run_1/metal_stack.png
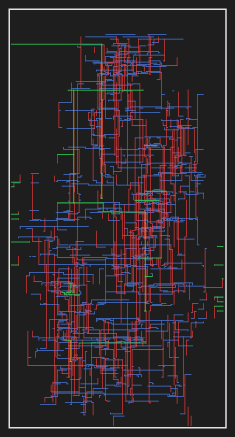
run_1/clock_map.png
Bar = 20 um.
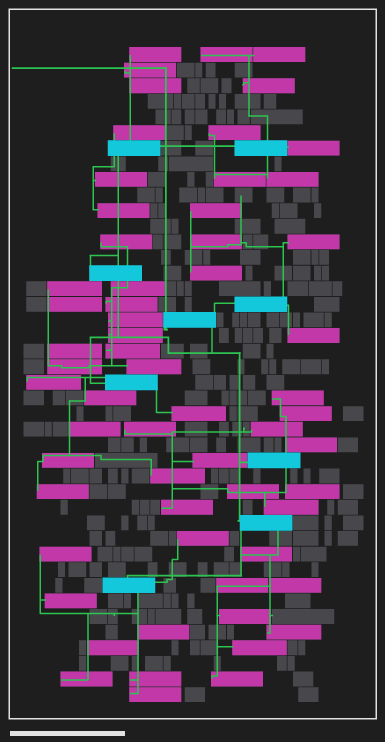
run_1/met3.png
Bar = 20 um. Cells faint in the background.
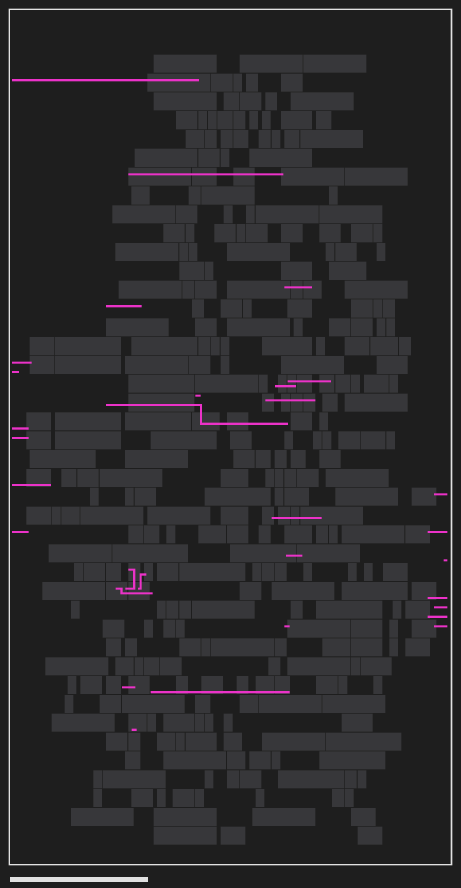
[config.mk]
export PLATFORM = sky130hd
export DESIGN_NAME = keypad_scan
export DESIGN_NICKNAME = d
export VERILOG_FILES = /design/src/rtl/keypad_defs.sv /design/src/rtl/ms_tick_gen.sv /design/src/rtl/keypad_scan.sv
export SDC_FILE = /design/constraint.sdc
export NUM_CORES = 1
export LEC_CHECK = 0
export CAP_MARGIN = 25
export CORE_ASPECT_RATIO = 2
export CORE_MARGIN = 2
export CORE_UTILIZATION = 42
export CTS_BUF_LIST = sky130_fd_sc_hd__clkbuf_8 sky130_fd_sc_hd__clkbuf_16
export DETAILED_ROUTE_END_ITERATION = 8
export PLACE_DENSITY = 0.63
export SLEW_MARGIN = 20
export SYNTH_ARGS = -nofsm -noshare
export SYNTH_HDL_FRONTEND = slang
export SYNTH_SLANG_ARGS = --single-unit
[constraint.sdc]
create_clock -name clk -period 5 [get_ports clk]
set_input_delay 0.5 -clock clk [delete_from_list [all_inputs] [get_ports clk]]
set_output_delay 0.5 -clock clk [all_outputs]
set_load 0.05 [all_outputs]
[src/rtl/keypad_defs.sv]
// Shared definitions for the keypad scanner: FSM state encoding, the no-key code
// and the helper that turns a latched row pattern plus column into a key index.
// Latency: n/a (types and a combinational function only).
// Backpressure: n/a.
package keypad_defs;

  typedef enum logic [2:0] {
    SCAN      = 3'd0,
    DEB_PRESS = 3'd1,
    PRESSED   = 3'd2,
    WAIT_REL  = 3'd3,
    DEB_REL   = 3'd4
  } state_e;

  localparam logic [4:0] KEY_NONE = 5'd31;

  // Lowest-index low row wins when several rows in one column are pressed.
  function automatic logic [4:0] key_index(input logic [3:0] pat, input logic [1:0] col);
    logic [1:0] row;
    row = 2'd3;
    for (int i = 3; i >= 0; i--) begin
      if (!pat[i]) row = i[1:0];
    end
    return {1'b0, row, col};
  endfunction

endpackage

[src/rtl/ms_tick_gen.sv]
// Free-running divider producing a one-cycle tick every DIV clocks.
// Latency: first tick DIV clocks after reset release, then every DIV clocks.
// Backpressure: none; the tick cannot be stalled.
module ms_tick_gen #(
  parameter int DIV = 50000
) (
  input  logic clk,
  input  logic rst,
  output logic tick
);

  localparam int             W    = $clog2(DIV);
  localparam logic [W-1:0]   LAST = W'(DIV - 1);

  logic [W-1:0] cnt_q, cnt_d;

  // Count 0..DIV-1 and wrap.
  always_comb begin
    cnt_d = (cnt_q == LAST) ? '0 : cnt_q + W'(1);
  end

  // Divider register.
  always_ff @(posedge clk or posedge rst) begin
    if (rst) cnt_q <= '0;
    else     cnt_q <= cnt_d;
  end

  assign tick = (cnt_q == LAST);

endmodule

[src/rtl/keypad_scan.sv]
// 4x4 keypad scanner: walks one low column, debounces press/release, reports key index.
// Latency: key accepted after DEBOUNCE_TICKS identical tick samples; key_ready rises one clock later.
// Backpressure: none; key_ready is a fixed-length strobe, key_held a level.
module keypad_scan
  import keypad_defs::*;
#(
  parameter int SCAN_DIV       = 50000,
  parameter int DEBOUNCE_TICKS = 20,
  parameter int READY_CYCLES   = 50000
) (
  input  logic       clk,
  input  logic       rst,
  input  logic [3:0] row_in,
  output logic [3:0] col_out,
  output logic [4:0] keycode,
  output logic       key_ready,
  output logic       key_held
);

  localparam int              DB_W    = $clog2(DEBOUNCE_TICKS + 1);
  localparam int              RC_W    = (READY_CYCLES > 1) ? $clog2(READY_CYCLES) : 1;
  localparam logic [DB_W-1:0] DB_LAST = DB_W'(DEBOUNCE_TICKS - 1);
  localparam logic [RC_W-1:0] RC_LOAD = RC_W'(READY_CYCLES - 1);

  logic            tick;
  logic [3:0]      sync_q, rs_q;
  state_e          state_q, state_d;
  logic [1:0]      col_q, col_d;
  logic [3:0]      p_q, p_d;
  logic [DB_W-1:0] db_q, db_d;
  logic [4:0]      keycode_q, keycode_d;
  logic            held_q, held_d;
  logic            ready_q, ready_d;
  logic [RC_W-1:0] rcnt_q, rcnt_d;

  ms_tick_gen #(.DIV(SCAN_DIV)) u_tick (
    .clk  (clk),
    .rst  (rst),
    .tick (tick)
  );

  // Two-flop synchroniser for the asynchronous row lines; idle rows read high.
  always_ff @(posedge clk or posedge rst) begin
    if (rst) begin
      sync_q <= 4'hF;
      rs_q   <= 4'hF;
    end else begin
      sync_q <= row_in;
      rs_q   <= sync_q;
    end
  end

  // Next-state logic: scan/debounce FSM on ticks, ready counter every clock.
  always_comb begin
    state_d   = state_q;
    col_d     = col_q;
    p_d       = p_q;
    db_d      = db_q;
    keycode_d = keycode_q;
    held_d    = held_q;
    ready_d   = ready_q;
    rcnt_d    = rcnt_q;

    if (ready_q) begin
      if (rcnt_q == '0) ready_d = 1'b0;
      else              rcnt_d  = rcnt_q - RC_W'(1);
    end

    case (state_q)
      SCAN: begin
        if (tick) begin
          if (rs_q == 4'hF) begin
            col_d = col_q + 2'd1;
          end else begin
            p_d     = rs_q;
            db_d    = DB_W'(1);
            state_d = DEB_PRESS;
          end
        end
      end
      DEB_PRESS: begin
        if (tick) begin
          if (rs_q == p_q) begin
            if (db_q >= DB_LAST) state_d = PRESSED;
            else                 db_d    = db_q + DB_W'(1);
          end else begin
            db_d    = '0;
            state_d = SCAN;
          end
        end
      end
      PRESSED: begin
        // A reload here covers a press accepted while the previous strobe is still high.
        keycode_d = key_index(p_q, col_q);
        held_d    = 1'b1;
        ready_d   = 1'b1;
        rcnt_d    = RC_LOAD;
        db_d      = '0;
        state_d   = WAIT_REL;
      end
      WAIT_REL: begin
        if (tick && rs_q == 4'hF) begin
          db_d    = DB_W'(1);
          state_d = DEB_REL;
        end
      end
      DEB_REL: begin
        if (tick) begin
          if (rs_q == 4'hF) begin
            if (db_q >= DB_LAST) begin
              held_d  = 1'b0;
              col_d   = col_q + 2'd1;
              db_d    = '0;
              state_d = SCAN;
            end else begin
              db_d = db_q + DB_W'(1);
            end
          end else begin
            db_d    = '0;
            state_d = WAIT_REL;
          end
        end
      end
      default: state_d = SCAN;
    endcase
  end

  // State and output registers.
  always_ff @(posedge clk or posedge rst) begin
    if (rst) begin
      state_q   <= SCAN;
      col_q     <= 2'd0;
      p_q       <= 4'hF;
      db_q      <= '0;
      keycode_q <= KEY_NONE;
      held_q    <= 1'b0;
      ready_q   <= 1'b0;
      rcnt_q    <= '0;
    end else begin
      state_q   <= state_d;
      col_q     <= col_d;
      p_q       <= p_d;
      db_q      <= db_d;
      keycode_q <= keycode_d;
      held_q    <= held_d;
      ready_q   <= ready_d;
      rcnt_q    <= rcnt_d;
    end
  end

  assign col_out   = ~(4'b0001 << col_q);
  assign keycode   = keycode_q;
  assign key_ready = ready_q;
  assign key_held  = held_q;

endmodule

==> notes.md, run 1 <==
Here are the numbers from the latest Yosys + OpenROAD run.

The flow ran to the end, and the final reports show no timing, DRC or antenna violations. The path type of the worst min-delay path is reg2reg. The library cell used most frequently in the layout, excluding fill and tap cells, is dfrtp_1. 17 I/O pins were placed.

The final tally of hold violations is 0. The worst-case register-to-register setup slack is 2.22 ns. The synthesized design contains 0 enable-type register cells. The number of different library cells in the post-synthesis netlist came out at roughly 43. Once detail routing completed, the nets flagged for antenna violations numbered 0. The area share of the largest cell type after synthesis is 0.368. The worst max-slew margin expressed relative to the limit came out at 0.490. The number of inserted diodes is 0. The routability congestion estimate from global placement came out at 0.877. The initial standard-cell utilization of the core came out at 0.431.

The OpenROAD report gives the critical path a required time of 5.21 ns. Per the hold report, the tightest min-delay path originates at sync_q[2]. The number of slew-limit violations in the final report is 0. The largest stage delay on the critical path is 0.71 ns. The worst setup path is captured at a flop. In this run the deepest clock path goes through 2 buffers. The clock transition at the register clock pins on the worst setup and hold paths after CTS came out at 0.05 ns.

The CTS log lists the clock sinks for this run as roughly 60. The fraction of synthesis flops using an asynchronous set or reset pin came out at 1.00. The number of nets produced by synthesis is approximately 300.

The yosys synthesis warning count is 0. According to the timing report, the arrival time at the worst endpoint equals ~3 ns. The cell type that accounts for the most area after synthesis is dfrtp_1. The synthesis stat section lists a flop and latch total of 61. The register area came out at 1550 um2. The report lists the number of standard-cell rows as about 43. The first-pass detailed-route iteration total is 4.

The final setup violation count came out at 0. The type of element launching the critical path is a flop. The average size of a mapped cell is 10.4 um2. Traced cell by cell, the critical path runs through or4b_1 > nor4_4 > a211oi_2 > a211oi_4 > mux2_1.

The area reported by Yosys stat came out at 2990 um2. The post-route DRC violation count came out at 0. Hold repair after CTS inserted 0 buffers. The total power density per cell area came out at 333 nW/um2. In this run the tool buffered the top-level ports with 16 buffer cells. The endpoint of the worst register-to-register path is state_q[2]. Per the post-synthesis report, the number of cells in the design is 288. The highest attainable clock frequency came out at 360 MHz. Looking at the critical path, the single cell with the biggest stage delay is nor4_4. The tree is rooted in a clkbuf_16. The clock period minus final worst setup slack is 2.78 ns. The most frequently used flop master after synthesis is dfrtp_1. The chip footprint is 7850 um2.

The final timing summary puts the cycle share of the worst path at 0.555. The final total power is around 1200 uW. The via count of the first global-routing pass came to 2,092. The initial antenna violation count was 0.

The estimated wirelength of the detail-placed design came out at 3.77 mm. For the final routed database, the setup TNS stands at 0 ns. At the end of the flow, the number of nets in the layout was 324. The type of the worst setup path is reg2reg. The pre-CTS worst setup slack came out at 2.22 ns. Post-CTS repair changed the size of 0 cells. The placeable core area is 6940 um2.

The worst register-to-register path depth is 5. The combinational gate area came out at 1340 um2. The count of max-cap constraint violations is 0. TritonCTS built the clock tree.

The share of final-layout standard cells stronger than drive strength 1 is 0.146. The area growth from synthesis to layout came out at 19.9%. The number of cells on the worst hold path is 0. The post-route worst setup slack came out at 2.22 ns. Setup repair after global routing left no endpoint under its margin.

The deepest level of the CTS H-tree came out at 3. The global-route wire length before repair is approximately 9.3 mm. The die width is 63.7 um.

Looking at the hold checks, the worst path lands on rs_q[2]. The number of warning messages in the logs is 30. Per the TritonCTS log, the buffer count is 9.

The leakage power total came out at around 0.0016 uW. The layout has between 500 and 600 filler cells. The proportion of synthesized chip area in sequential cells came out at 0.517. Entering global routing, the biggest net connects between 60 and 70 pins.

The transition time at the pin with the least slew margin came out at 0.759 ns. The largest voltage drop on the vdd net came out at ~0.00021 V. The die boundary height is around 120 um. The first-iteration detailed-routing DRC count is 76.
Notes on metal_stack.png above:
- red: met2 (wire length 2,770 um)
- blue: met1 (wire length 2,230 um)
- orange: met4 (wire length 114 um)
- green: met3 (wire length 173 um)
average wire per cell in the routed design: 13.1 um
overall track demand over capacity in global routing: 0.154
total detailed-routing wirelength: 5.29 mm

Notes on clock_map.png above:
- green: clock wires (length 757 um)
- cyan: cells driving clock nets (count 9)
- magenta: flip-flops (count 61)
- flops lie: spread over the die
- routed clock nets: 10
Post-Route Skew: 0.00682 ns
clock latency at the later pin of the worst-skew pair: 0.33 ns
clock group total power: 674 uW
clock network fraction of design power: 0.565

Notes on met3.png above:
- nets with wire on the layer: 22
- share of all routed wire: 3.3%
- main direction: horizontal
- wire length on this layer: 173 um
- longest straight run: 26.7 um
total via count in the routed design: 2,092
Global Route met3 Usage: 0.0364

==> run 1: where the power goes <==
part / total, uW / internal [uW] / switching [uW]
Clock: 674 / 464 / 211
Combinational: 16.9 / 5.55 / 11.3
Sequential: 503 / 501 / 1.99
==> run 1: cells by family after synthesis <==
kind of cell	share of synthesized area
compound gates	0.0908
xor+xnor	0.0937
buf+inv	0.0351
fa+ha+maj	0.0335
mux	0.0326
flops	0.517
simple gates	0.197
==> run 1: layer usage <==
| metal | vias to the layer above | global-route usage | share of wire |
|---|---|---|---|
| li1 | 1046 | - | - |
| met4 | 0 | 0.0870 | 0.022 |
| met3 | 10 | 0.0364 | 0.033 |
| met1 | 994 | 0.176 | 0.42 |
| met2 | 42 | 0.261 | 0.52 |
| met5 | - | 0 | 0 |
==> run 1: registers in the layout, summed over array words and instances, names as in the netlist <==
name	count
col_q	2
db_q	5
key_held	1
key_ready	1
keycode	5
p_q	4
rcnt_q	16
rs_q	4
state_q	3
sync_q	4
u_tick.cnt_q	16
==> run 1: worst max-delay path by stage <==
stage	startpoint	end	cells past startpoint
3_5_place_dp	u_tick.cnt_q[5]	state_q[2]	5
3_3_place_gp	u_tick.cnt_q[5]	state_q[2]	5
6_report	u_tick.cnt_q[5]	state_q[2]	5
5_1_grt	u_tick.cnt_q[5]	state_q[2]	5
2_1_floorplan	u_tick.cnt_q[5]	state_q[2]	5
4_1_cts	u_tick.cnt_q[5]	state_q[2]	5
==> run 1: synthesized netlist by cell type, types with 8 or more instances <==
library cell / number
nor2_1: 30
nand4_1: 8
ha_1: 8
nand3_1: 13
o21ai_0: 11
inv_1: 21
xor2_1: 17
nand2_1: 29
dfstp_2: 17
dfrtp_1: 44
nor3_1: 8
xnor2_1: 15
==> run 1: critical path: cells and delay by family, from the launching register on <==
family,cells,cell delay [ns]
AND-OR/OR-AND,2,0.61
flip-flops,1,0.41
multiplexers,1,0.35
AND/OR/NAND/NOR,2,1.29
==> run 1: final cells by class <==
class	instances	share of cell area
Timing Repair Buffer	18	0.0482
Inverter	21	0.0220
Multi-Input combinational cell	199	0.373
Clock inverter	6	0.0237
Sequential cell	61	0.432
Clock buffer	10	0.0698
Tap cell	90	0.0314
==> run 1: metrics by stage <==
stage               instance area [um2]  instances  hold slack [ns]   util
floorplan                          2990        288            0.345      -
global placement                   3250        388            0.346  0.468
detailed placement                 3250        388            0.347  0.468
CTS                                3580        404            0.355  0.516
global route                       3590        405            0.358  0.517
finish                             3590        405            0.355  0.517
run_1/met2.png
Cells faint in the background.
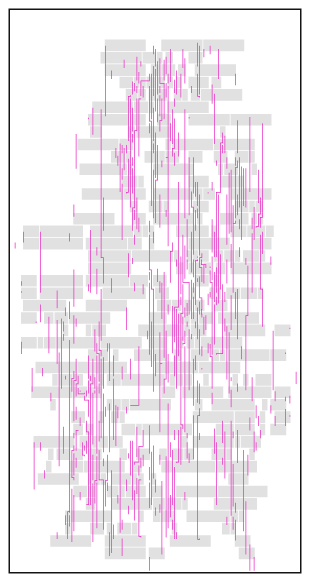

--- run 2 (diff from run 1) ---
==> constraint.sdc (replaced) <==
create_clock -name clk -period 2.8 [get_ports clk]
set_input_delay 0.28 -clock clk [delete_from_list [all_inputs] [get_ports clk]]
set_output_delay 0.28 -clock clk [all_outputs]
set_load 0.05 [all_outputs]
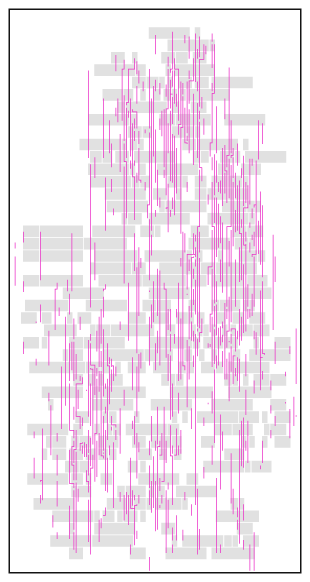
run_2/met2.png
Cells faint in the background.
- main direction: vertical
- wire length on this layer: 3,180 um
- longest straight run: 37.4 um
- share of all routed wire: 56%
M2 GR Usage: 0.288
total detailed-routing wirelength: 5.67 mm
total via count in the routed design: 2,158

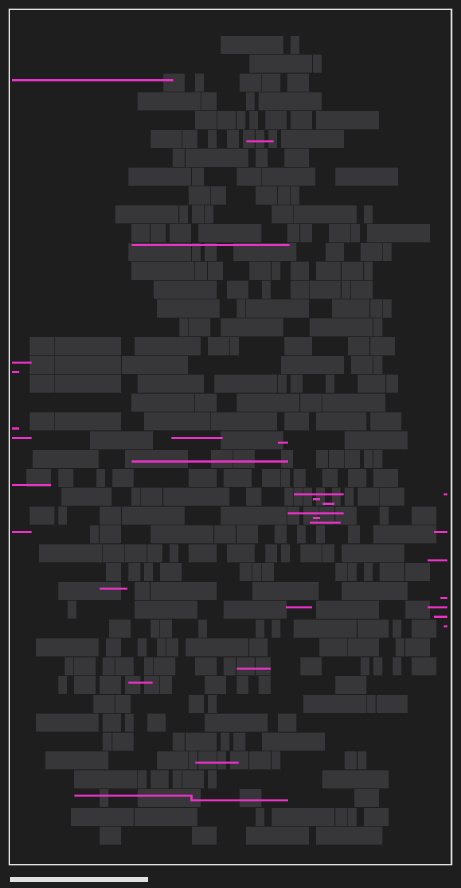
run_2/met3.png
Bar = 20 um. Cells faint in the background.
Global Route met3 Usage: 0.0437

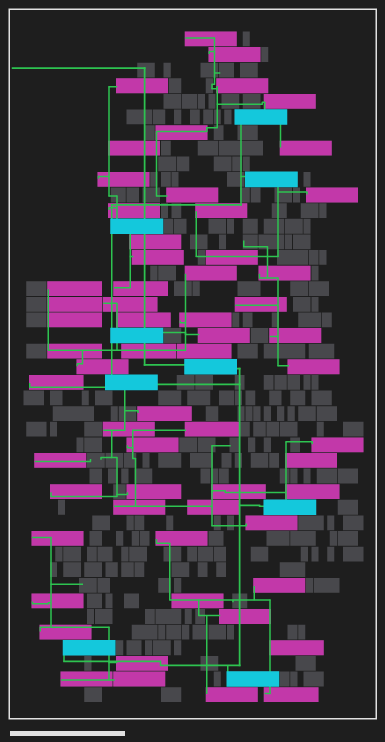
run_2/clock_map.png
Bar = 20 um.
Post-Route Skew: 0.00604 ns
clock network fraction of design power: 0.518

==> run 2 against run 1 <==
Compared with the run above:
- hold slack worse by 0.0085 ns
- area after synthesis is the same
- highest routed layer unchanged
- fmax grew 22%
- largest power group unchanged
==> notes.md, run 2 <==
Here are the numbers from the latest Yosys + OpenROAD run.

Status: finished clean (unchanged). The type of element launching the critical path was a flop (unchanged). The overall overflow remaining after global route came out at 0 (unchanged). Registers with the most flip-flops: rcnt_q x16, u_tick.cnt_q x16 (unchanged). The path length in cells of the critical path came to 5 (unchanged). The worst-case register-to-register setup slack is 0.52 ns (was 2.22 ns). The estimated wirelength of the detail-placed design came out at 4.03 mm (was 3.77 mm). The worst max-slew margin expressed relative to the limit is 0.591 (was 0.490).

The fill cell total of the finished layout is 608 (was 595). Most frequent cells in the layout: 44 x dfrtp_1, 30 x nor2_1, 29 x nand2_1 (unchanged). The clock latency on the worst-skew pair was 0.33 ns (about the same).

The count of library flops with an enable pin is 0 (unchanged). The clock period minus final worst setup slack came out at 2.28 ns (was 2.78 ns). Sequence of cells on the critical path: or4b_1 > nor4_4 > a211oi_2 > a211oi_4 > mux2_1 (unchanged). The via count of the first global-routing pass came out at 2,193 (was 2,092). The average size of a mapped cell came out at 10.4 um2 (unchanged). The maximum number of pins on one net before global-route repair is 35 (was 62). The fraction of synthesis flops using an asynchronous set or reset pin is 1.00 (unchanged). The cell area after layout came out at 3570 um2 (was 3590 um2). The deepest level of the CTS H-tree came out at 3 (unchanged). The net switching power of the design was 427 uW (was 224 uW). The cell type group with the largest total delay on the critical path is simple AND/OR/NAND/NOR gates (unchanged). The share of final-layout standard cells stronger than drive strength 1 was 0.157 (was 0.146). The netlist area before placement was 2990 um2 (unchanged). The count of state elements after synthesis is 61 (unchanged). The I/O pin count came out at 17 (unchanged). The cell type contributing the most total cell area after synthesis is dfrtp_1 (unchanged). The critical path arrival is 2.49 ns (was 2.99 ns).

The count of max-cap constraint violations is 0 (unchanged). The number of warning messages in the logs came out at 30 (unchanged). The required time of the critical path came out at 3.01 ns (was 5.21 ns). The leading cell type in the layout, fill and taps excluded is dfrtp_1 (unchanged). The proportion of synthesized chip area in sequential cells is 0.517 (unchanged).

The post-CTS repair timing setup buffer count came out at 0 (unchanged). The number of clock sinks is 61 (unchanged). The path type of the worst min-delay path is in2async (was reg2reg). The area growth from synthesis to layout came out at 19.2% (was 19.9%). The highest fanout seen on the critical path is 6 (was 15).

The count of hold buffers inserted by post-cts repair is 0 (unchanged). The design internal power is 1500 uW (was 970 uW). The antenna violation net count after detailed routing is 0 (unchanged). The number of cells on the worst reg-to-reg path came out at 5 (unchanged). The number of buffers added on ports came out at 16 (unchanged). The most repeated cell in the gate-level netlist after synthesis is dfrtp_1 (unchanged). The share of the cycle needed by the critical path after routing came to 0.815 (was 0.555). The worst setup path startpoint is u_tick.cnt_q[5] (unchanged).

The number of different library cells in the post-synthesis netlist is 43 (unchanged). The critical path capture point type is a flop (unchanged). The yosys synthesis warning count came to 0 (unchanged). The post-route DRC violation count came to 0 (unchanged). The routability congestion estimate from global placement came to 0.837 (was 0.877). The number of inserted diodes came out at 0 (unchanged). The global-route wire length before repair came out at 9.91 mm (was 9.34 mm). The placeable core area came out at 6940 um2 (unchanged). The smallest hold slack is 0.346 ns (was 0.355 ns). The launch instance of the worst register-to-register path is u_tick.cnt_q[5] (unchanged). The area share of the largest cell type after synthesis is 0.368 (unchanged). The cell count after synthesis is 288 (unchanged).

The CTS buffer count is 9 (unchanged). The wire length per cell was 13.9 um (was 13.1 um). The worst path buffer plus inverter count was 0 (unchanged). RSZ-0062 raised after global routing: no (unchanged).

The switching fraction of total power is 0.221 (was 0.187). The cell at the root of the clock tree is clkbuf_16 (unchanged). The number of nets produced by synthesis came out at 302 (unchanged). The final tally of hold violations was 0 (unchanged). The post-route worst setup slack came out at 0.517 ns (was 2.22 ns). The clock transition at the register clock pins on the worst setup and hold paths after CTS came to 0.06 ns (was 0.05 ns). The count of standard-cell rows is 43 (unchanged).

The final total power was 1930 uW (was 1190 uW). The type of the worst setup path is reg2reg (unchanged). The total power density per cell area came out at 541 nW/um2 (was 333 nW/um2). The initial standard-cell utilization of the core is 0.431 (unchanged). The transition time at the pin with the least slew margin is 0.612 ns (was 0.759 ns).

The largest voltage drop on the vdd net is 0.000430 V (was 0.000213 V). The leakage power total is 0.00154 uW (was 0.00156 uW). The clock tree from TritonCTS is built (unchanged).

The global-route usage over all layers came out at 0.165 (was 0.154). The pre-CTS worst setup slack is 0.520 ns (was 2.22 ns). The final setup violation count is 0 (unchanged). The termination of the worst setup path is state_q[2] (unchanged). The cell total in the yosys stat output came out at 288 (unchanged). The endpoint of the worst register-to-register path was state_q[2] (unchanged). The most frequently used flop master after synthesis is dfrtp_1 (unchanged). The largest stage delay on the critical path came out at 0.58 ns (was 0.71 ns).

The die boundary height came out at 123 um (unchanged). The post-cts gate resize count came out at 0 (unchanged). The initial antenna violation count came out at 0 (unchanged). The chip footprint is 7850 um2 (unchanged). The first-pass detailed-route iteration total is 4 (unchanged). Leading cell types by total area after synthesis: dfrtp_1 37%, dfstp_2 15%, xor2_1 5.0%, xnor2_1 4.4%, nor2_1 3.8% (unchanged).

The clock tree buffer depth is 2 (unchanged). The number of vias per cell is 5.29 (was 5.17). The sequential share of power is 0.465 (was 0.421).

The die width came out at 63.7 um (unchanged). The logic gate share of total power was 0.017 (was 0.014). The number of nets in the layout is 327 (was 324). The first-iteration detailed-routing DRC count came out at 78 (was 76).

The cell at the slowest stage of the critical path was or4b_1 (was nor4_4). The number of slew-limit violations in the final report is 0 (unchanged). The highest attainable clock frequency is 438 MHz (was 360 MHz). The post-placement cell area came to 3290 um2 (was 3250 um2). The setup TNS is 0 ns (unchanged). List of most frequent post-synthesis cells: 44 x dfrtp_1, 30 x nor2_1, 29 x nand2_1 (unchanged). The area reported by Yosys stat is 2990 um2 (unchanged).
run 2: worst min path at each step:
stage                     startpoint    endpoint  slack [ns]  cells past startpoint
final                            rst  rcnt_q[13]        0.35                      2
after global routing       sync_q[3]     rs_q[3]        0.36                      0
after CTS                  row_in[0]   sync_q[0]        0.34                      1
after detailed placement   sync_q[3]     rs_q[3]        0.35                      0
after global placement     sync_q[3]     rs_q[3]        0.35                      0
after floorplan            row_in[0]   sync_q[0]        0.28                      0
run 2: cell type report:
cell class                 instances  area (um2)  share of cell area
clock buffer                       9         225              0.0632
inverter                          21        78.8              0.0221
multi-input combinational        199        1340               0.375
sequential                        61        1550               0.434
tap                               90         113              0.0316
clock inverter                     7        52.6              0.0147
timing repair buffer              21         210              0.0589
run 2: layer usage:
| layer | wire (um) | track usage | up-vias | part of all wire |
|---|---|---|---|---|
| met5 | 0 | 0 | - | 0 |
| met3 | 177 | 0.0437 | 8 | 0.031 |
| met4 | 106 | 0.106 | 0 | 0.019 |
| li1 | - | - | 1056 | - |
| met2 | 3180 | 0.288 | 41 | 0.56 |
| met1 | 2210 | 0.173 | 1053 | 0.39 |
run 2: per-stage QoR:
stage               utilization  std cells
finish                    0.514        408
global route              0.514        408
CTS                       0.514        408
detailed placement        0.474        392
global placement          0.474        392
floorplan                     -        288
run 2: kinds of logic (layout without fill, tap and decap cells):
group / after synthesis / after routing / synth area share
DFF: 61 / 61 / 0.517
AOI/OAI and AO/OA: 37 / 37 / 0.0908
xor gates and xnor gates: 32 / 32 / 0.0937
and+or+nand+nor: 113 / 113 / 0.197
adders and majority gates: 8 / 8 / 0.0335
muxes: 9 / 9 / 0.0326
buffers and inverters: 28 / 58 / 0.0351
run 2: power groups by stage:
stage          Combinational (uW)  Clock (uW)  Sequential [uW]
6_report                     32.9        1000              897
3_3_place_gp                 34.2           0              912
5_1_grt                      38.3        1070              897
4_1_cts                      34.7        1030              897
3_5_place_dp                 34.8           0              912
2_1_floorplan                18.1           0              910
No activity file was given, so power comes from the tool's default toggle rates.
